Design logic_reduce_pipe_flat, sky130hd; sources not shown.
Figure 1. Register map, names as in the netlist (run 1).
Other sequential cells in the stronger grey, the rest of the logic in the fainter grey.
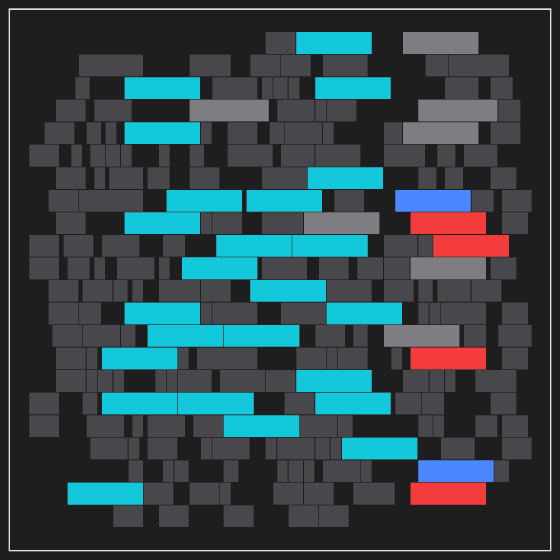
Key: u_core.bus.out_data = red [placed flops 4]; u_core.g_lvl.data_q = cyan [placed flops 24]; u_core.bus.out_op = blue [placed flops 2]
Another 7 sequential cells are not coloured.
P_seq: 1.51 mW
fin util: 69.4%
register area: 928 µm²
Seq/total area: 36.8%

Figure 2. Clock distribution (run 1).
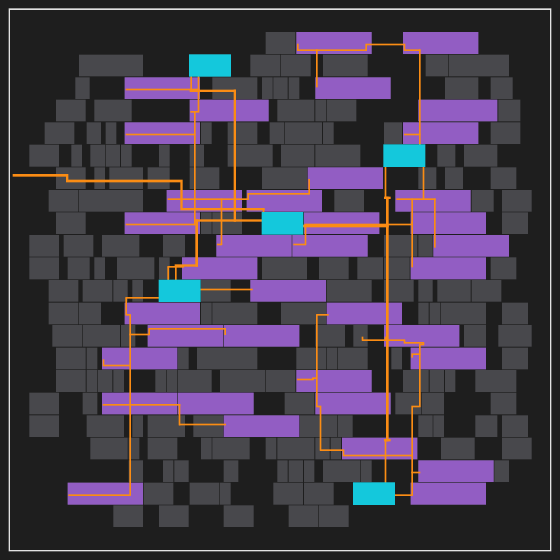
Key: clock wires = orange [length 441 µm]; flip-flops = purple [count 37]; clock drivers = cyan [count 5]
There are 6 routed clock nets.
clock skew: 0.00486 ns
power share of the clock group: 23.2%
clk pwr: 0.761 mW

Figure 3. Track usage over the die (run 1).
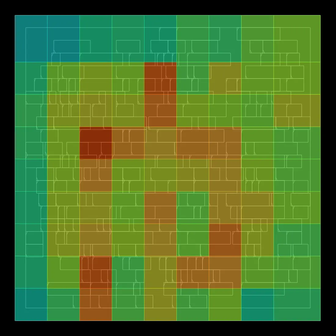
GRT Util Overall: 18.3%
GR Layer Usage met1: 20.2%

Figure 4. Port wiring (run 1).
Scale bar: 20 µm.
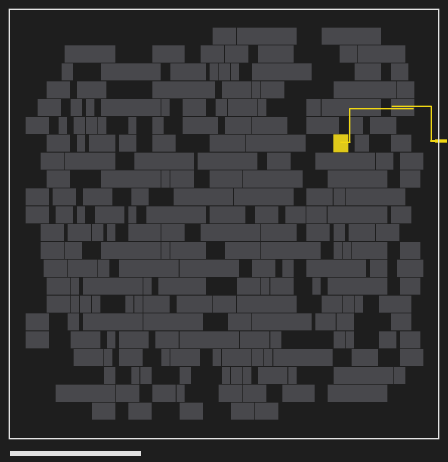
Key: bus_in_valid = yellow [direction input, end cells 1, wire 28.1 µm]
Ports: 46
Port Buffers: 45

==> flow_summary.toml, run 1 <==
# physical design summary
[run_status]
status = "finished with violations"
violations = "negative setup slack"

[yosys]
synthAoiAreaFrac_pct = 16.2
syn-num-nets = 194
top_cells_by_area = "dfrtp_1, o31ai_2, mux2_2"
ys_types = 20
postSynthCellCount = 156

[clocking]
ctsResizeCount = 8
cts_setup_buffers = 3
tritoncts = "done"

[placement]
dp_hpwl_mm = 2.63
dp_cells = 249
placed_area_um2 = 2330

[finish]
comb_area_share_pct = 34.1
drive_gt1_share_pct = 26.6
antenna_cells = 0
nNonClkBuffers = 60
nClkBuffers = 6
fin_cells = 262

[global_routing]
grt_pass1_wl_mm = 5.91
antenna_found_initial = 0
top_usage_layer = "met2"
overflow = 0

[worst_setup_path]
critical_path.slowest_cell = "dfrtp_1"
worstPathArrival_ns = 1.20
cp-end-kind = "output pin"
critPathKind = "flip-flop to output pin"
critical_path_required_ns = 1.17

[floorplan]
rows = 22
tap_cells = 48

[timing]
rsz0062_at_grt = "yes"
setup_tns_ns = -0.0464
report.final.slew_viol_count = 0
finalHoldViolations = 0
finalClockPeriodUsage_pct = 102
setup_viol = 4
fin_ws_ns = -0.0325

[routing]
wl_mm = 3.66
met2_length_mm = 1.94
firstDrtPassIters = 4
==> run 1: synthesized netlist by cell type <==
master / count
nand3b_1: 1
o31ai_1: 2
nand2b_1: 3
nand2_1: 16
o31ai_2: 14
buf_12: 1
buf_6: 3
clkbuf_1: 1
mux2_1: 1
dfrtp_1: 37
and4b_1: 1
mux2_2: 13
buf_2: 5
a21oi_1: 20
maj3_1: 11
nor2_1: 20
nor2b_1: 1
xnor2_1: 4
or2_2: 1
maj3_2: 1
==> run 1: worst max-delay path, delay by kind of cell, from the launching register on <==
family	cells	cell delay, ns
and+or+nand+nor	2	0.41
buffers and inverters	1	0.13
DFF	1	0.38
==> inputs of run 2 (changes only) <==
SKIP_LAST_GASP = 1   (was default)
Figure 5. M1 wires (run 2).
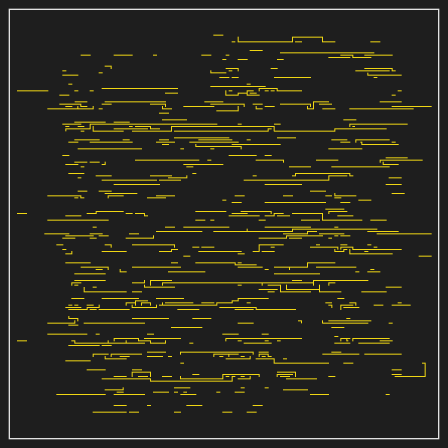
The wires run mostly horizontal. The layer holds 41% of the routed length. 215 nets have wire on it. The layer carries 1430 µm of wire. The longest straight run is 23.0 µm.
GR Layer Usage met1: 19.9%
drt total wl: 3.52 mm
Vias: 1342

Figure 6. Track usage over the die (run 2).
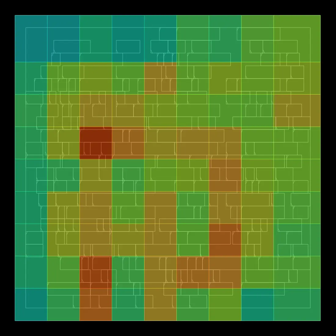
GRT Util Overall: 18.2%
WL/cell: 13.4 µm
GRT met2 Usage: 33.7%

==> run 2 against run 1 <==
  * The run still ends with negative setup slack left
  * Synthesized area unchanged
  * First-iteration DRC count grew 1.6%
  * Combinational power fell by 5%
  * Highest routed layer unchanged
==> flow_summary.toml, run 2 <==
# physical design summary
[pwr]
intPower_mw = 2.24
p_clk_share_pct = 23.6
p_seq_share_pct = 46.9
powerDensity_nw_per_um2 = 1290
powerSeq_mw = 1.51
pg_clk_mw = 0.758

[global_routing]
top_usage_layer = "met2"
grt_pass1_wl_mm = 5.90
antenna_found_initial = 0
overflow = 0

[worst_setup_path]
worstPathArrival_ns = 1.20
ff2ff_setup_slack_ns = -0.02
cp.depth = 3
cp_top_family = "flip-flops"
critPathKind = "flip-flop to output pin"
crit_buf_inv = 1
critical_path.slowest_cell = "dfrtp_2"
cp-end-kind = "output pin"
crit_chain = "and4b_2 > nor2b_4 > buf_6"
critical_path_required_ns = 1.17

[finish]
fillers = 306
flop_area_um2 = 928
fin_cells = 262
nNonClkBuffers = 60
antenna_cells = 0
drive_gt1_share_pct = 27.1
comb_area_share_pct = 33.5
nClkBuffers = 6

[run_status]
status = "finished with violations"
violations = "negative setup slack"

[yosys]
ys_types = 20
yosys.area.top_type = "dfrtp_1"
top_cells_by_area = "dfrtp_1, o31ai_2, mux2_2"
top_cells_by_count = "dfrtp_1, a21oi_1, nor2_1, nand2_1, o31ai_2"
most_common_cell = "dfrtp_1"
syn_area_per_cell_um2 = 11.5
ys_async_sr_fraction_pct = 100
ys_seq_share_pct = 51.5
syn-num-nets = 194
synth-main-ff-cell = "dfrtp_1"
postSynthCellCount = 156
synth-edff-count = 0

[timing]
finalHoldViolations = 0
setup_viol = 5
max_freq_mhz = 753
clock_skew_ns = 0.00345
finalClockPeriodUsage_pct = 102
rsz0062_at_grt = "yes"
fin_ws_ns = -0.0284
report.final.slew_viol_count = 0
setup_tns_ns = -0.0656

[placement]
numPortBuffers = 45
dp_hpwl_mm = 2.63
placed_area_um2 = 2330
dp_cells = 249
dp_slack_ns = -0.212

[routing]
firstDrtPassIters = 3
met2_length_mm = 1.88

[floorplan]
initCoreUtil_pct = 49.4
tap_cells = 48
ios = 46
rows = 22

[clocking]
tritoncts = "done"
Figure 7. Register map, names as in the netlist (run 2).
Other sequential cells in the stronger grey, the rest of the logic in the fainter grey.
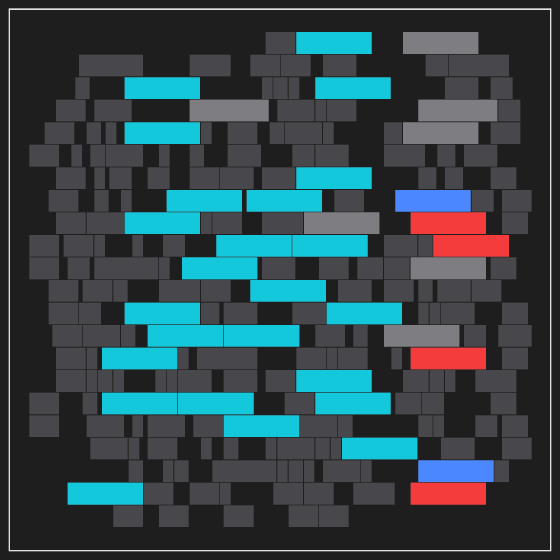
Key: u_core.bus.out_op = blue [placed flops 2]; u_core.g_lvl.data_q = cyan [placed flops 24]; u_core.bus.out_data = red [placed flops 4]
Another 7 sequential cells are not coloured.
Seq/total area: 37.4%
fin util: 68.4%

==> run 2: cell counts in the layout (fill, tap and decap cells not counted) <==
Identical to the previous run, type by type.
==> run 2: kinds of logic (layout without fill, tap and decap cells) <==
kind of cell | count (synthesis) | count (layout) | share of synthesized area (%)
AOI/OAI and AO/OA | 36 | 36 | 16.2
DFF | 37 | 37 | 51.5
and+or+nand+nor | 43 | 43 | 10.2
buffers and inverters | 10 | 68 | 4.60
adders and majority gates | 12 | 12 | 6.76
xor gates and xnor gates | 4 | 4 | 1.95
muxes | 14 | 14 | 8.77
==> run 2: repair_timing <==
action	CTS	global route
resized	8	9
hold buffers	1	0
gates cloned	0	0
buffers inserted	3	2
endpoints found under the hold margin	37	0
pin swaps	1	2
endpoints found under the setup margin	8	30
Power and IR drop assume default switching activity.
